**Run 1: routing congestion**

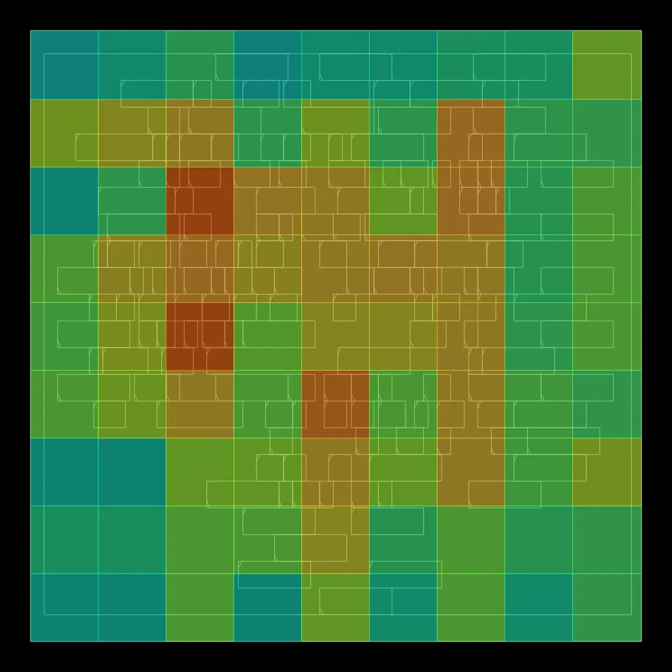
**Run 1: local utilization**

The bar under the picture is 20 um long. 6 x 6 tiles, from dark blue (low) to red (high), 0 to 100% covered.
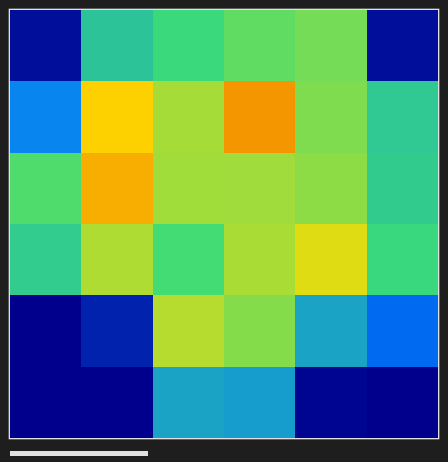
**Run 1: cell classes on the final placement**

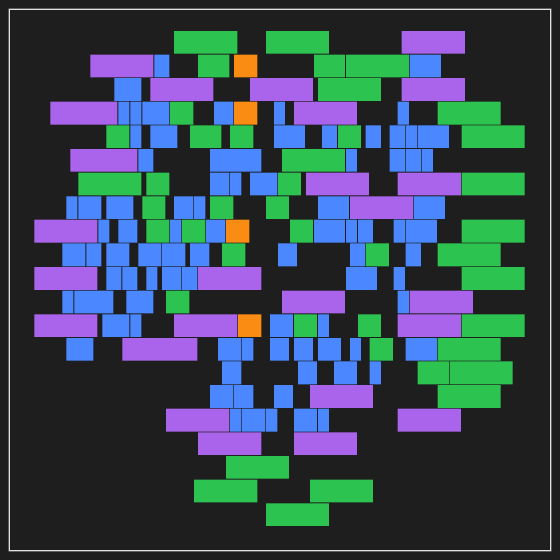
`src/rtl/mux_chan_deserializer.sv`:
```
// Drives the select line of an upstream 2:1 bit mux and assembles one WIDTH-bit word
// per channel from its output. Optional MUX_DESER_CONTINUOUS_EN adds back-to-back capture with a stop input.
module mux_chan_deserializer #(
  parameter int unsigned WIDTH = 8
) (
  input  logic             clk,
  input  logic             rst_n,
  input  logic             start,
  output logic             sel,
  input  logic             mux_out,
  output logic [WIDTH-1:0] data_a,
  output logic [WIDTH-1:0] data_b,
  output logic             valid,
  input  logic             ready,
`ifdef MUX_DESER_CONTINUOUS_EN
  input  logic             stop,
`endif
  output logic             busy
);

  localparam int unsigned CW = $clog2(2 * WIDTH);
  localparam logic [CW-1:0] LAST = CW'(2 * WIDTH - 1);

  typedef enum logic [1:0] {
    ST_IDLE,
    ST_CAPTURE,
    ST_HOLD
  } state_e;

  state_e           state_q, state_d;
  logic             sel_q, sel_d;
  logic             valid_q, valid_d;
  logic             busy_q, busy_d;
  logic [CW-1:0]    cnt_q, cnt_d;
  logic [WIDTH-1:0] sh_a_q, sh_a_d;
  logic [WIDTH-1:0] sh_b_q, sh_b_d;

  always_comb begin
    state_d = state_q;
    sel_d   = sel_q;
    valid_d = valid_q;
    busy_d  = busy_q;
    cnt_d   = cnt_q;
    sh_a_d  = sh_a_q;
    sh_b_d  = sh_b_q;
    case (state_q)
      ST_IDLE: begin
        if (start) begin
          state_d = ST_CAPTURE;
          sel_d   = 1'b0;
          cnt_d   = '0;
          sh_a_d  = '0;
          sh_b_d  = '0;
          busy_d  = 1'b1;
        end
      end
      ST_CAPTURE: begin
        // The bit on mux_out belongs to the channel selected during the cycle just ending.
        if (sel_q) sh_b_d = {sh_b_q[WIDTH-2:0], mux_out};
        else       sh_a_d = {sh_a_q[WIDTH-2:0], mux_out};
        sel_d = ~sel_q;
        cnt_d = cnt_q + 1'b1;
        if (cnt_q == LAST) begin
          state_d = ST_HOLD;
          valid_d = 1'b1;
          sel_d   = 1'b0;
          cnt_d   = '0;
        end
      end
      ST_HOLD: begin
        if (ready) begin
          valid_d = 1'b0;
`ifdef MUX_DESER_CONTINUOUS_EN
          if (stop) begin
            state_d = ST_IDLE;
            busy_d  = 1'b0;
          end else begin
            state_d = ST_CAPTURE;
            sel_d   = 1'b0;
            cnt_d   = '0;
            sh_a_d  = '0;
            sh_b_d  = '0;
          end
`else
          state_d = ST_IDLE;
          busy_d  = 1'b0;
`endif
        end
      end
      default: begin
        state_d = ST_IDLE;
        sel_d   = 1'b0;
        valid_d = 1'b0;
        busy_d  = 1'b0;
        cnt_d   = '0;
      end
    endcase
  end

  always_ff @(posedge clk) begin
    if (!rst_n) begin
      state_q <= ST_IDLE;
      sel_q   <= 1'b0;
      valid_q <= 1'b0;
      busy_q  <= 1'b0;
      cnt_q   <= '0;
      sh_a_q  <= '0;
      sh_b_q  <= '0;
    end else begin
      state_q <= state_d;
      sel_q   <= sel_d;
      valid_q <= valid_d;
      busy_q  <= busy_d;
      cnt_q   <= cnt_d;
      sh_a_q  <= sh_a_d;
      sh_b_q  <= sh_b_d;
    end
  end

  assign sel    = sel_q;
  assign valid  = valid_q;
  assign busy   = busy_q;
  assign data_a = sh_a_q;
  assign data_b = sh_b_q;

endmodule
```
`config.mk`:
```
export PLATFORM = sky130hd
export DESIGN_NAME = mux_chan_deserializer
export DESIGN_NICKNAME = d
export VERILOG_FILES = /design/src/rtl/mux_chan_deserializer.sv
export SDC_FILE = /design/constraint.sdc
export NUM_CORES = 1
export LEC_CHECK = 0
export CAP_MARGIN = 20
export CORE_UTILIZATION = 30
export CTS_BUF_LIST = sky130_fd_sc_hd__clkbuf_4
export CTS_CLUSTER_SIZE = 28
export DETAILED_ROUTE_END_ITERATION = 16
export SYNTH_ARGS = -nofsm -noshare
export SYNTH_HDL_FRONTEND = slang
export SYNTH_SLANG_ARGS = --single-unit
```
`constraint.sdc`:
```
create_clock -name clk -period 1.5 [get_ports clk]
set_clock_uncertainty 0.2 [all_clocks]
set_input_delay 0.225 -clock clk [delete_from_list [all_inputs] [get_ports clk]]
set_output_delay 0.225 -clock clk [all_outputs]
set_load 0.05 [all_outputs]
```
==> results_slide.txt, run 1 <==
Flow Results at a Glance

Min path
  – Hold Path Class: register to register
  – Hold depth: 2

Cells and area
  – Finished Cell Area: ~0.0017 mm^2
  – Antenna Diode Count: 0
  – Nonclk buf count: ~42
  – Inverters: 3
  – Layout cells sized above 1: 0.318
  – Largest cell class: buffers
  – Buffering overhead: 0.337
  – Most numerous logic cell after layout: dfxtp_1
  – Final net count: ~160

Pwr
  – Switch share: 0.250
  – Logic pwr share: 0.166
  – Logic power comb: ~200 uW
  – Internal power: 900 uW
  – Largest Pwr Group: sequential cells
  – Part of the power in registers: 0.577
  – Pwr Density: approximately 700 mW/mm^2
  – P_seq: 693 uW
  – Leakage: ~0.00064 uW

Clocking
  – # clock sinks: 25
  – CTS hold repair buffers: 0
  – CTS tree: yes
  – Clk buf depth: 2
  – Root buffer cell: clkbuf_4

Timing
  – Slew headroom: 0.818
  – Period minus WS final: 1420 ps
  – Final Setup Violations: 0
  – PnR worst setup slack: around 77 ps
  – Achievable frequency: ~700 MHz

Route
  – Metal3 WL: between 70 and 80 um
  – Drt wl/cell: roughly 11 um
  – Routed Antenna Nets: 0
  – Drt total wl: about 2300 um
  – Vias per cell: 4.90

GRT
  – First-pass GRT wire length: approximately 4200 um
  – Met1 Usage GRT: 0.159

Synth
  – Synth warnings: 0
  – Synth Seq Share: 0.460
  – Count of library flops with an enable pin: 0
  – Complex Gates by Area: 0.148
  – Area reported by Yosys stat: approximately 0.0011 mm^2
  – Adder-Cell Fraction of Synth Area: 0.0115
  – Area leader share: 0.460

Die
  – Tap cells: about 46
  – I/O pin total: 24

Critical path
  – Kind of critical path: register to register
  – R2R depth: 4
  – Reg2reg setup slack: 80 ps
  – Crit Path Max Fanout: 5
  – Reg-to-Reg Start: cnt_q[0]$_SDFFE_PN0P_
  – Crit start category: register

Placement
  – Post-Place Cell Area: 0.00168 mm^2
  – Pre-CTS setup slack: -159 ps

Outcome
  – Outcome: completed
-- 'routing congestion' (at the start) --
final core occ: 0.500
global routing usage on met2: 0.225
met3 Track Usage GR: 0.0221
GR Util All Layers: 0.131
GRT busiest layer: met2

-- 'local utilization' (at the start) --
The emptiest ninth of the die: bottom left. 14% of the tiles are nearly empty. The fullest tile reaches 83%.
fp util: 0.318
Core Region: 0.00342 mm^2

-- 'cell classes on the final placement' (at the start) --
sequential cells: in purple, cells 25. combinational and other logic: in blue, cells 86. remaining buffers and delay cells: in green, cells 42. clock drivers and dummy loads: in orange, cells 4.

-- run 1: state kept, by name, summed over array words and instances, names as in the netlist --
signal   count
data_a       8
sel          1
data_b       8
cnt_q        4
state_q      2
valid        1
busy         1
-- run 1: critical path, delay by kind of cell, from the launching register on --
kind,cells,cell delay (ps)
AOI/OAI and AO/OA,1,150
adders and majority gates,1,250
DFF,1,390
and+or+nand+nor,2,370
-- run 1: stage by stage --
| stage | std cells | setup TNS (ps) |
|---|---|---|
| after floorplan | 120 | 0 |
| after global placement | 199 | -1860 |
| after detailed placement | 199 | -2070 |
| after CTS | 203 | 0 |
| after global routing | 203 | 0 |
| final | 203 | 0 |
-- run 1: timing repair --
action,in CTS,in global routing
resized,0,2
endpoints found under the setup margin,0,8
buffers inserted,0,0
**Run 1: cell sizes after repair**

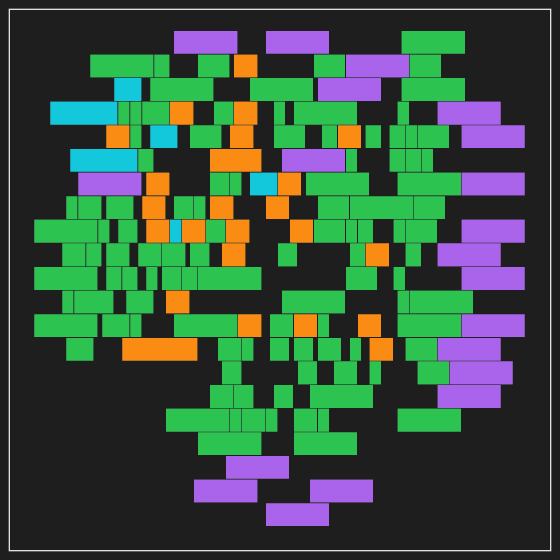

--- run 2 (diff from run 1) ---
--- a/config.mk
+++ b/config.mk
@@ -6,10 +6,10 @@
 export NUM_CORES = 1
 export LEC_CHECK = 0
 export CAP_MARGIN = 20
-export CORE_UTILIZATION = 30
-export CTS_BUF_LIST = sky130_fd_sc_hd__clkbuf_4
+export CORE_UTILIZATION = 48
 export CTS_CLUSTER_SIZE = 28
 export DETAILED_ROUTE_END_ITERATION = 16
+export PLACE_DENSITY = 0.76
 export SYNTH_ARGS = -nofsm -noshare
 export SYNTH_HDL_FRONTEND = slang
 export SYNTH_SLANG_ARGS = --single-unit
==> constraint.sdc (replaced) <==
create_clock -name clk -period 1.45 [get_ports clk]
set_clock_uncertainty 0.2 [all_clocks]
set_input_delay 0.2175 -clock clk [delete_from_list [all_inputs] [get_ports clk]]
set_output_delay 0.2175 -clock clk [all_outputs]
set_load 0.05 [all_outputs]
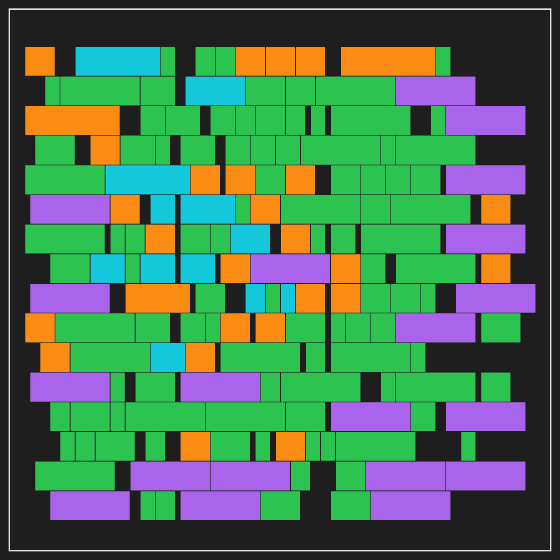
**Above:** run 2 (cell sizes after repair).
_2 cells: in cyan, cells 12, share 7.5%. _6 and larger: in purple, cells 20, share 12%, most used buf_12. _0 and _1 cells: in green, cells 101, share 63%, most used dfxtp_1. _3 and _4 cells: in orange, cells 28, share 17%, most used buf_4.

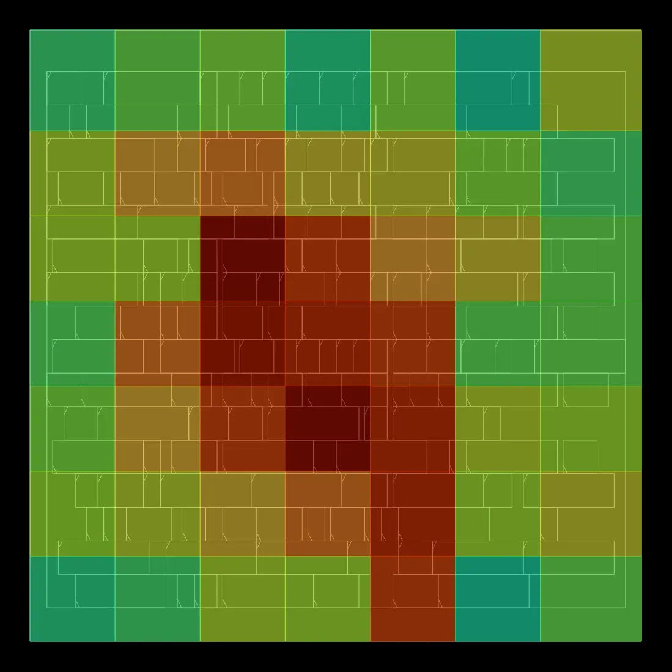
**Above:** run 2 (routing congestion).
global routing usage on met2: 0.441
met3 Track Usage GR: 0.0340

==> results_slide.txt, run 2 <==
Flow Results at a Glance

Outcome
  – Outcome: completed

Route
  – Drt total wl: around 3200 um
  – Drt wl/cell: about 17 um
  – Vias per cell: between 6 and 7
  – Metal3 WL: around 220 um
  – Routed Antenna Nets: 0

Timing
  – Final Setup Violations: 0
  – Period minus WS final: roughly 1400 ps

Synth
  – Synth warnings: 0
  – Synth Seq Share: 0.460
  – Adder-Cell Fraction of Synth Area: 0.0115
  – Complex Gates by Area: 0.148
  – Count of library flops with an enable pin: 0
  – Area leader share: 0.460

Cells and area
  – Most numerous logic cell after layout: buf_4
  – Final core occ: 0.848
  – Layout cells sized above 1: 0.373
  – Nonclk buf count: about 46
  – Final net count: approximately 170
  – Largest cell class: buffers
  – Antenna Diode Count: 0

GRT
  – First-pass GRT wire length: 4550 um
  – Met1 Usage GRT: 0.291

Pwr
  – Logic pwr share: 0.181
  – P_seq: between 700 and 800 uW
  – Part of the power in registers: 0.578
  – Switch share: 0.267
  – Logic power comb: 225 uW
  – Pwr Density: about 720 mW/mm^2

Critical path
  – R2R depth: 5
  – Kind of critical path: register to register
  – Number of cells on the critical path: 5
  – Crit Path Max Fanout: 8
  – CP top delay family: flip-flops
  – Reg-to-Reg Start: state_q[0]$_SDFFE_PN0P_

Die
  – Tap cells: 27
  – Fp util: 0.532

Clocking
  – Root buffer cell: clkbuf_4
  – Clk buf depth: 2
  – CTS tree: yes

Min path
  – Hold depth: 2
run 2: cell counts after synthesis:
No cell type changed its count.
run 2: stage by stage:
step / instance area, um^2 / worst slack, ps / power, uW / setup TNS (ps) / instances
2_1_floorplan: 1090 / 16.2 / 837 / 0 / 120
3_3_place_gp: 1670 / -151 / 933 / -2740 / 182
3_5_place_dp: 1670 / -257 / 941 / -4310 / 182
4_1_cts: 1700 / 15.3 / 1230 / 0 / 186
5_1_grt: 1730 / -21.6 / 1300 / -50.3 / 188
6_report: 1730 / 12.7 / 1240 / 0 / 188
run 2: repair_timing:
| action | CTS | global route |
|---|---|---|
| cloned | 0 | 0 |
| gates resized | 2 | 10 |
| setup buffers | 0 | 2 |
| hold buffers | 0 | 0 |
| setup endpoints to repair | 8 | 4 |
| pin swaps | 0 | 2 |
Power is estimated from default activity; no workload was simulated.
